[config.mk]
export PLATFORM = sky130hd
export DESIGN_NAME = npu_output_interface
export DESIGN_NICKNAME = d
export VERILOG_FILES = /design/src/rtl/npu_pkg.sv /design/src/rtl/npu_sync_fifo.sv /design/src/rtl/npu_output_interface.sv
export SDC_FILE = /design/constraint.sdc
export NUM_CORES = 1
export LEC_CHECK = 0
export ABC_AREA = 1
export CORE_ASPECT_RATIO = 0.9
export CORE_MARGIN = 2
export CORE_UTILIZATION = 45
export DETAILED_ROUTE_END_ITERATION = 12
export PLACE_DENSITY = 0.63
export REMOVE_ABC_BUFFERS = 1
export SLEW_MARGIN = 20
export SYNTH_ARGS = -nofsm -noshare
export SYNTH_HDL_FRONTEND = slang
export SYNTH_HIERARCHICAL = 1
export SYNTH_SLANG_ARGS = --single-unit
[constraint.sdc]
create_clock -name CLK -period 8 [get_ports CLK]
set_input_delay 0.8 -clock CLK [delete_from_list [all_inputs] [get_ports CLK]]
set_output_delay 0.8 -clock CLK [all_outputs]
set_load 0.005 [all_outputs]
[src/rtl/npu_pkg.sv]
`default_nettype none
// ============================================================================
//  Module      : npu_pkg
//  Description : Shared widths and output-format bit positions for the NPU
//                host-side interfaces.
//  Revision    : 1.0 - initial release
// ============================================================================
package npu_pkg;

    localparam int NPU_DATA_W   = 16;  // one neuron result
    localparam int NPU_HOST_W   = 32;  // one host word

    // Output-format register bit positions
    localparam int FMT_PACK_BIT = 0;   // two results per host word
    localparam int FMT_SEXT_BIT = 1;   // sign-extend in unpacked mode

endpackage : npu_pkg
`default_nettype wire

[src/rtl/npu_sync_fifo.sv]
`default_nettype none
// ============================================================================
//  Module      : npu_sync_fifo
//  Description : Synchronous FIFO, registered read data (no fall-through).
//                A push while full is dropped and flagged on drop_o; full is
//                judged on the pre-read occupancy, so a simultaneous pop does
//                not make room for that push.
//  Ports       : clk_i/rst_i     clock, async active-high reset
//                push_i/push_data_i  write request and word
//                pop_i           read request (ignored while empty)
//                pop_data_o      registered read word, holds between pops
//                empty_o/full_o/count_o  occupancy status
//                drop_o          this cycle's push is being discarded
//  Revision    : 1.0 - initial release
// ============================================================================
module npu_sync_fifo #(
    parameter int WIDTH = 32,
    parameter int DEPTH = 16,
    parameter int AW    = 4
) (
    input  logic             clk_i,
    input  logic             rst_i,
    input  logic             push_i,
    input  logic [WIDTH-1:0] push_data_i,
    input  logic             pop_i,
    output logic [WIDTH-1:0] pop_data_o,
    output logic             empty_o,
    output logic             full_o,
    output logic [AW:0]      count_o,
    output logic             drop_o
);

    localparam logic [AW:0] C_DEPTH = (AW+1)'(DEPTH);

    logic [WIDTH-1:0] mem_q [DEPTH];
    logic [AW-1:0]    wptr_q, wptr_d;
    logic [AW-1:0]    rptr_q, rptr_d;
    logic [AW:0]      count_q, count_d;
    logic [WIDTH-1:0] rdata_q, rdata_d;
    logic             w_do_push;
    logic             w_do_pop;

    assign full_o     = (count_q == C_DEPTH);
    assign empty_o    = (count_q == '0);
    assign count_o    = count_q;
    assign pop_data_o = rdata_q;
    assign w_do_push  = push_i && !full_o;
    assign w_do_pop   = pop_i && !empty_o;
    assign drop_o     = push_i && full_o;

    always_comb begin
        wptr_d  = wptr_q;
        rptr_d  = rptr_q;
        count_d = count_q;
        rdata_d = rdata_q;
        if (w_do_push) begin
            wptr_d = wptr_q + 1'b1;  // wraps modulo DEPTH
        end
        if (w_do_pop) begin
            rptr_d  = rptr_q + 1'b1;
            rdata_d = mem_q[rptr_q];
        end
        case ({w_do_push, w_do_pop})
            2'b10:   count_d = count_q + 1'b1;
            2'b01:   count_d = count_q - 1'b1;
            default: count_d = count_q;
        endcase
    end

    always_ff @(posedge clk_i or posedge rst_i) begin
        if (rst_i) begin
            wptr_q  <= '0;
            rptr_q  <= '0;
            count_q <= '0;
            rdata_q <= '0;
        end else begin
            wptr_q  <= wptr_d;
            rptr_q  <= rptr_d;
            count_q <= count_d;
            rdata_q <= rdata_d;
        end
    end

    // Storage needs no reset: occupancy is governed entirely by count_q.
    always_ff @(posedge clk_i) begin
        if (w_do_push) begin
            mem_q[wptr_q] <= push_data_i;
        end
    end

endmodule : npu_sync_fifo
`default_nettype wire

[src/rtl/npu_output_interface.sv]
`default_nettype none
// ============================================================================
//  Module      : npu_output_interface
//  Description : Formats 16-bit NPU results into 32-bit host words (packed or
//                unpacked, optional sign extension), buffers them in a FIFO
//                and presents them to the host via read-enable / empty.
//  Ports       : CLK, RST                          clock, async reset
//                npu_output_interface_conf_data_en/_conf_data  format load
//                npu_output_fifo_write_en/_last, npu_output_interface_data_in
//                                                  result write strobe
//                npu_output_fifo_read_en           host pop
//                npu_output_data                   registered host word
//                npu_output_fifo_empty/_full/_count  FIFO status
//                npu_output_fifo_overflow          sticky dropped-push flag
//  Revision    : 1.0 - initial release
// ============================================================================
module npu_output_interface
    import npu_pkg::*;
#(
    parameter int DATA_W = 16,
    parameter int DEPTH  = 16,
    parameter int AW     = 4
) (
    input  logic              CLK,
    input  logic              RST,
    input  logic              npu_output_interface_conf_data_en,
    input  logic [15:0]       npu_output_interface_conf_data,
    input  logic              npu_output_fifo_write_en,
    input  logic              npu_output_fifo_last,
    input  logic [DATA_W-1:0] npu_output_interface_data_in,
    input  logic              npu_output_fifo_read_en,
    output logic [31:0]       npu_output_data,
    output logic              npu_output_fifo_empty,
    output logic              npu_output_fifo_full,
    output logic              npu_output_fifo_overflow,
    output logic [AW:0]       npu_output_fifo_count
);

    logic [1:0]            fmt_q, fmt_d;
    logic                  pending_q, pending_d;
    logic [DATA_W-1:0]     hold_q, hold_d;
    logic                  overflow_q, overflow_d;
    logic                  w_push;
    logic [NPU_HOST_W-1:0] w_push_word;
    logic                  w_drop;
    logic                  w_ext_bit;
    logic                  unused_conf;

    // Reserved format bits are accepted but have no effect.
    assign unused_conf = ^npu_output_interface_conf_data[15:2];

    assign w_ext_bit = fmt_q[FMT_SEXT_BIT] & npu_output_interface_data_in[DATA_W-1];

    always_comb begin
        fmt_d       = fmt_q;
        pending_d   = pending_q;
        hold_d      = hold_q;
        w_push      = 1'b0;
        w_push_word = '0;

        // The write is always formatted with the format in force this cycle.
        if (npu_output_fifo_write_en) begin
            if (fmt_q[FMT_PACK_BIT]) begin
                if (pending_q) begin
                    // Second half completes the word; last is irrelevant here.
                    w_push      = 1'b1;
                    w_push_word = {npu_output_interface_data_in, hold_q};
                    pending_d   = 1'b0;
                end else if (npu_output_fifo_last) begin
                    // Odd final result goes out alone, upper half zero.
                    w_push      = 1'b1;
                    w_push_word = {{(NPU_HOST_W-DATA_W){1'b0}}, npu_output_interface_data_in};
                end else begin
                    hold_d    = npu_output_interface_data_in;
                    pending_d = 1'b1;
                end
            end else begin
                w_push      = 1'b1;
                w_push_word = {{(NPU_HOST_W-DATA_W){w_ext_bit}}, npu_output_interface_data_in};
            end
        end

        // A format change discards any held half-word, overriding the packer.
        if (npu_output_interface_conf_data_en) begin
            fmt_d     = npu_output_interface_conf_data[1:0];
            pending_d = 1'b0;
        end
    end

    assign overflow_d = overflow_q | w_drop;

    always_ff @(posedge CLK or posedge RST) begin
        if (RST) begin
            fmt_q      <= '0;
            pending_q  <= 1'b0;
            hold_q     <= '0;
            overflow_q <= 1'b0;
        end else begin
            fmt_q      <= fmt_d;
            pending_q  <= pending_d;
            hold_q     <= hold_d;
            overflow_q <= overflow_d;
        end
    end

    assign npu_output_fifo_overflow = overflow_q;

    npu_sync_fifo #(
        .WIDTH (NPU_HOST_W),
        .DEPTH (DEPTH),
        .AW    (AW)
    ) u_fifo (
        .clk_i       (CLK),
        .rst_i       (RST),
        .push_i      (w_push),
        .push_data_i (w_push_word),
        .pop_i       (npu_output_fifo_read_en),
        .pop_data_o  (npu_output_data),
        .empty_o     (npu_output_fifo_empty),
        .full_o      (npu_output_fifo_full),
        .count_o     (npu_output_fifo_count),
        .drop_o      (w_drop)
    );

endmodule : npu_output_interface
`default_nettype wire
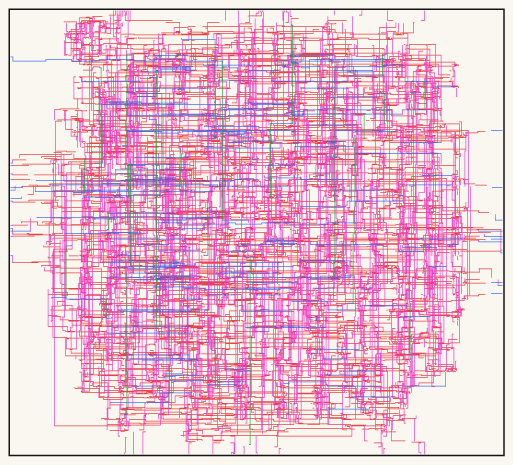
(run_1/wires.png)
Drawn at 2 px/um.
[magenta] metal 2 | wire length: 27.3 mm
[blue] metal 3 | wire length: 4640 um
[red] metal 1 | wire length: 25.7 mm
[green] metal 4 | wire length: 1320 um

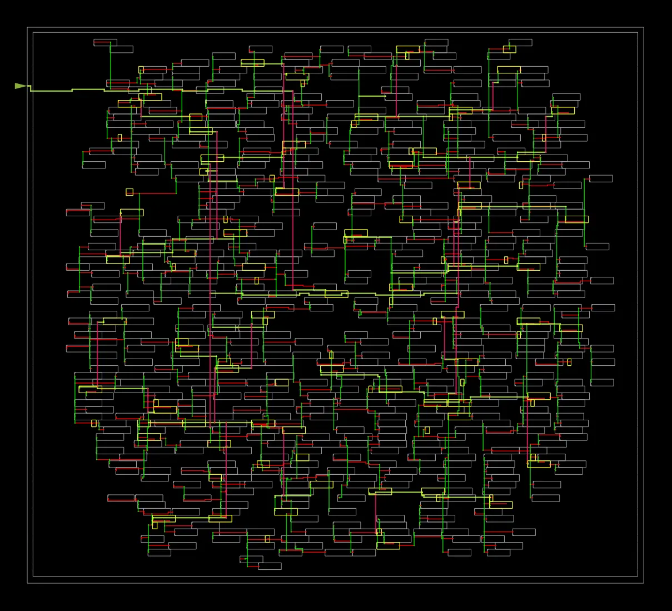
(run_1/clocks.png)
CTS Buf Count: 57
clock buffer count: 88
num sequential: 577

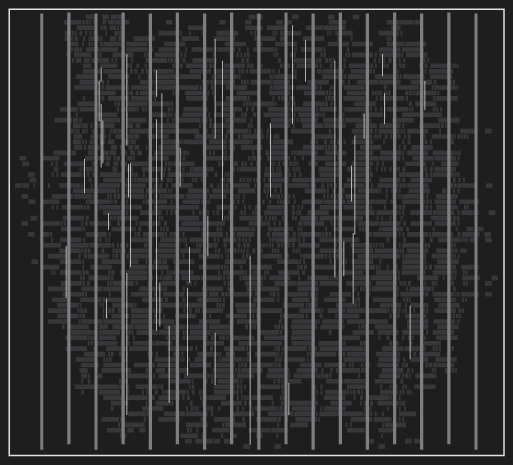
(run_1/layer_met4.png)
Drawn at 2 px/um. Supply wires on this layer in grey.
nets with wire on the layer: 20
main direction: vertical
wire length on this layer: 1320 um
via count: 15500
Routed WL: 59000 um

==> impl_metrics.ini, run 1 <==
; synthesis and place-and-route metrics
[outcome]
outcome = finished clean

[critical_path]
setup.worst_path.class = primary input to flip-flop
reg2reg_setup_slack_ns = 4.65
cp.depth = 16
cpMostUsedCell = nand2_1
critPathMaxStageDelay_ns = 0.57

[worst_hold_path]
hold_end = hold_q[9]

[detailed_routing]
wl_met1_um = 25700
drtIter0Drc = 1484
wl_met2_um = 27300
postRouteAntennaNets = 0
wl_per_cell_um = 20.2

[cells_and_area]
fin_area_um2 = 26800
layout-drive-gt1-share_pct = 7.03
final_cells = 2917
area_delta_synth_final_pct = 12.5

[grt]
gr-max-usage-layer = met2
antenna_found_initial = 1
grtUsageMet2_pct = 33.9
met1_usage_pct = 31.2
grt_overflow = 0

[power_and_ir_drop]
p_int_mw = 5.98
seq_power_share_pct = 42.2
power_density_nw_per_um2 = 345
pwr-share-comb_pct = 30.5
netSwitchingPower_mw = 3.28
p_leak_nw = 10.4

[synthesis]
ys_types = 28
synth_seq_share_pct = 71.3
muxShareOfSynthArea_pct = 0
ys_top_cells_by_count = nand2_1, edfxtp_1, nand3_1, dfrtp_1, buf_2
ff_type = edfxtp_1
synth_area_um2 = 23800
ys_warn_count = 6

[die]
chipArea_um2 = 54800
die_x_um = 247
core_util_floorplan_pct = 45.3

[sta]
setup_violations = 0
skew_ns = 0.0155
fin_crit_sh_pct = 44.2
max_freq_mhz = 283

[placed_design]
post-place-cells = 2809
dp_slack_ns = 3.88
numPortBuffers = 63
==> run 1: final cells by class <==
cell class | instances | area, um2 | share of cell area [%]
clock buffer | 88 | 1690 | 6.28
clock inverter | 19 | 93.8 | 0.350
inverter | 65 | 250 | 0.933
multi-input combinational | 1371 | 5980 | 22.3
sequential | 577 | 17000 | 63.4
tap | 697 | 872 | 3.25
timing repair buffer | 100 | 928 | 3.46
==> run 1: power groups by stage <==
stage                     Clock (mW)  Sequential [mW]  Combinational, mW
final                           2.53             3.90               2.82
after global routing            2.70             3.94               3.16
after CTS                       2.58             3.91               2.83
after detailed placement           0             3.96               2.82
after global placement             0             3.96               2.78
after floorplan                    0             4.01               1.76
==> run 2, diff against run 1 <==
- clock period: 8 -> 3.3 ns (I/O delays scaled with it)
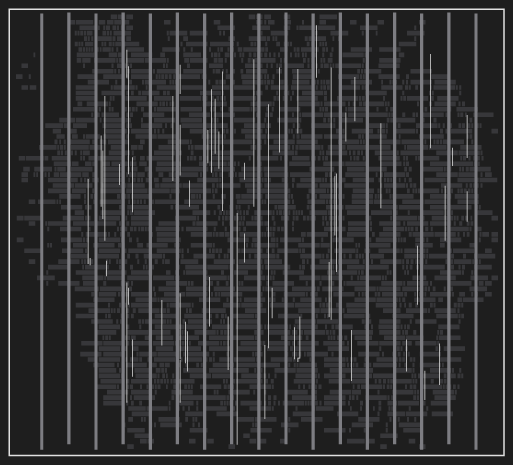
(run_2/layer_met4.png)
Drawn at 2 px/um. Supply wires on this layer in grey.
main direction: vertical
wire length on this layer: 1880 um
longest straight run: 126 um
nets with wire on the layer: 34
share of all routed wire: 3.0%

==> impl_metrics.ini, run 2 <==
; synthesis and place-and-route metrics
[synthesis]
synth_area_um2 = 23800
ff_type = edfxtp_1
ys_warn_count = 6

[placed_design]
numPortBuffers = 63

[grt]
grt_overflow = 0
antenna_found_initial = 0
gr-max-usage-layer = met2

[cells_and_area]
comb_area_um2 = 5980
nNonClkBuffers = 137
sh_comb_area_pct = 21.9
inv_count = 65
nMultiInputCombCells = 1371
largest_class = flip-flops and latches
n_clock_buffer = 86
final_cells = 2957
fin_area_um2 = 27400

[detailed_routing]
drtIter0Drc = 1492
vias = 16000
postRouteAntennaNets = 0
wl_per_cell_um = 21.1

[power_and_ir_drop]
powerSeq_mw = 9.20
pwr-share-comb_pct = 32.0
p_leak_nw = 10.7
p_int_mw = 15.0
power.group.top = sequential cells

[outcome]
outcome = finished clean

[critical_path]
critPathMaxStageDelay_ns = 0.56
setup.worst_path.class = flip-flop to flip-flop

[die]
taps = 697
core_util_floorplan_pct = 45.3
chipArea_um2 = 54800

[sta]
fin_crit_sh_pct = 77.7
## run 2: how the worst max path moves through the flow
stage,from,endpoint,cells after the start
2_1_floorplan,u_fifo/rptr_q[0],u_fifo/pop_data_o[1],9
3_3_place_gp,npu_output_fifo_last,u_fifo/mem_q[11][3],11
3_5_place_dp,npu_output_fifo_last,u_fifo/mem_q[11][5],11
4_1_cts,pending_q,u_fifo/mem_q[11][7],10
5_1_grt,pending_q,u_fifo/mem_q[11][2],10
6_report,pending_q,u_fifo/mem_q[11][2],10
## run 2: kinds of logic after synthesis
kind of cell | after synthesis
buffers and inverters | 186
adder cells (fa/ha/maj) | 10
AND/OR/NAND/NOR | 1287
XOR/XNOR | 9
AND-OR/OR-AND | 65
flip-flops | 577
==> run 3, diff against run 2 <==
- PLACE_DENSITY: 0.63 -> 0.65
- clock period: 3.3 -> 2.1 ns (I/O delays scaled with it)
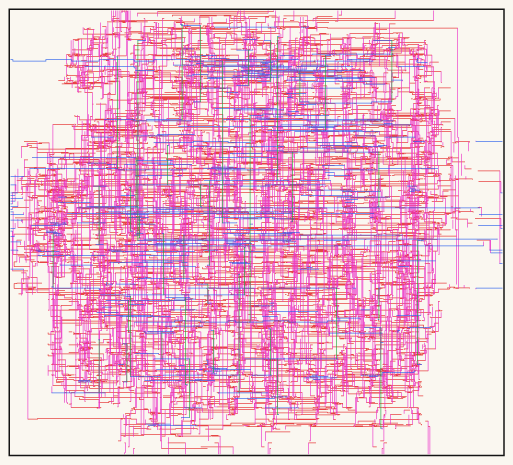
(run_3/wires.png)
Drawn at 2 px/um.
[green] metal 4 | wire length: 1430 um
[magenta] metal 2 | wire length: 29.0 mm
[red] metal 1 | wire length: 26.7 mm
[blue] metal 3 | wire length: 5500 um
post-detailed-route wirelength per cell: 20.7 um
Routed WL: 62600 um
via count: 16300

==> impl_metrics.ini, run 3 <==
; synthesis and place-and-route metrics
[power_and_ir_drop]
power.group.top = sequential cells
netSwitchingPower_mw = 13.1
p_int_mw = 23.9
powerComb_mw = 12.8
power_density_nw_per_um2 = 1320
seq_power_share_pct = 38.7
pwr-share-comb_pct = 34.6
clk-power_mw = 9.90
p_leak_nw = 11.1

[synthesis]
muxShareOfSynthArea_pct = 0
synth_area_um2 = 23800
ys_warn_count = 6
ff_type = edfxtp_1

[sta]
setup_violations = 0
max_freq_mhz = 488
skew_ns = 0.0145

[cells_and_area]
area_delta_synth_final_pct = 18.0

[critical_path]
critPathMaxStageDelay_ns = 0.38
cpMostUsedCell = nand2_1
critPathLaunch = u_fifo/count_o[0]
cp.depth = 14
crit_end = u_fifo/count_o[4]

[placed_design]
numPortBuffers = 63

[outcome]
outcome = finished clean

[die]
die_x_um = 247
core_util_floorplan_pct = 45.3

[grt]
grtUsageMet2_pct = 36.0
met1_usage_pct = 32.8
grt_overflow = 0

[worst_hold_path]
hold_end = fmt_q[1]

[detailed_routing]
wl_met1_um = 26700

[clocking]
cts_buffers = 57
run 3: netlist changes by cell type in the layout (fill, tap and decap cells not counted), moves of 2 or more:
cell,change
buf_4,+42
buf_12,+26
nor2_1,-7
nor2_2,+7
clkbuf_8,-6
clkinv_1,+6
clkbuf_16,-4
clkinvlp_4,-4
bufinv_16,+2
clkbuf_1,+2
clkdlybuf4s50_1,-2
clkinv_2,-2
run 3: cell type report:
| type | count | area [um2] | share of cell area, % |
|---|---|---|---|
| timing repair buffer | 207 | 2190 | 7.78 |
| tap | 697 | 872 | 3.10 |
| multi-input combinational | 1371 | 6020 | 21.4 |
| inverter | 65 | 250 | 0.889 |
| clock buffer | 78 | 1540 | 5.46 |
| clock inverter | 29 | 267 | 0.947 |
| sequential | 577 | 17000 | 60.4 |
No activity file was given, so power comes from the tool's default toggle rates.
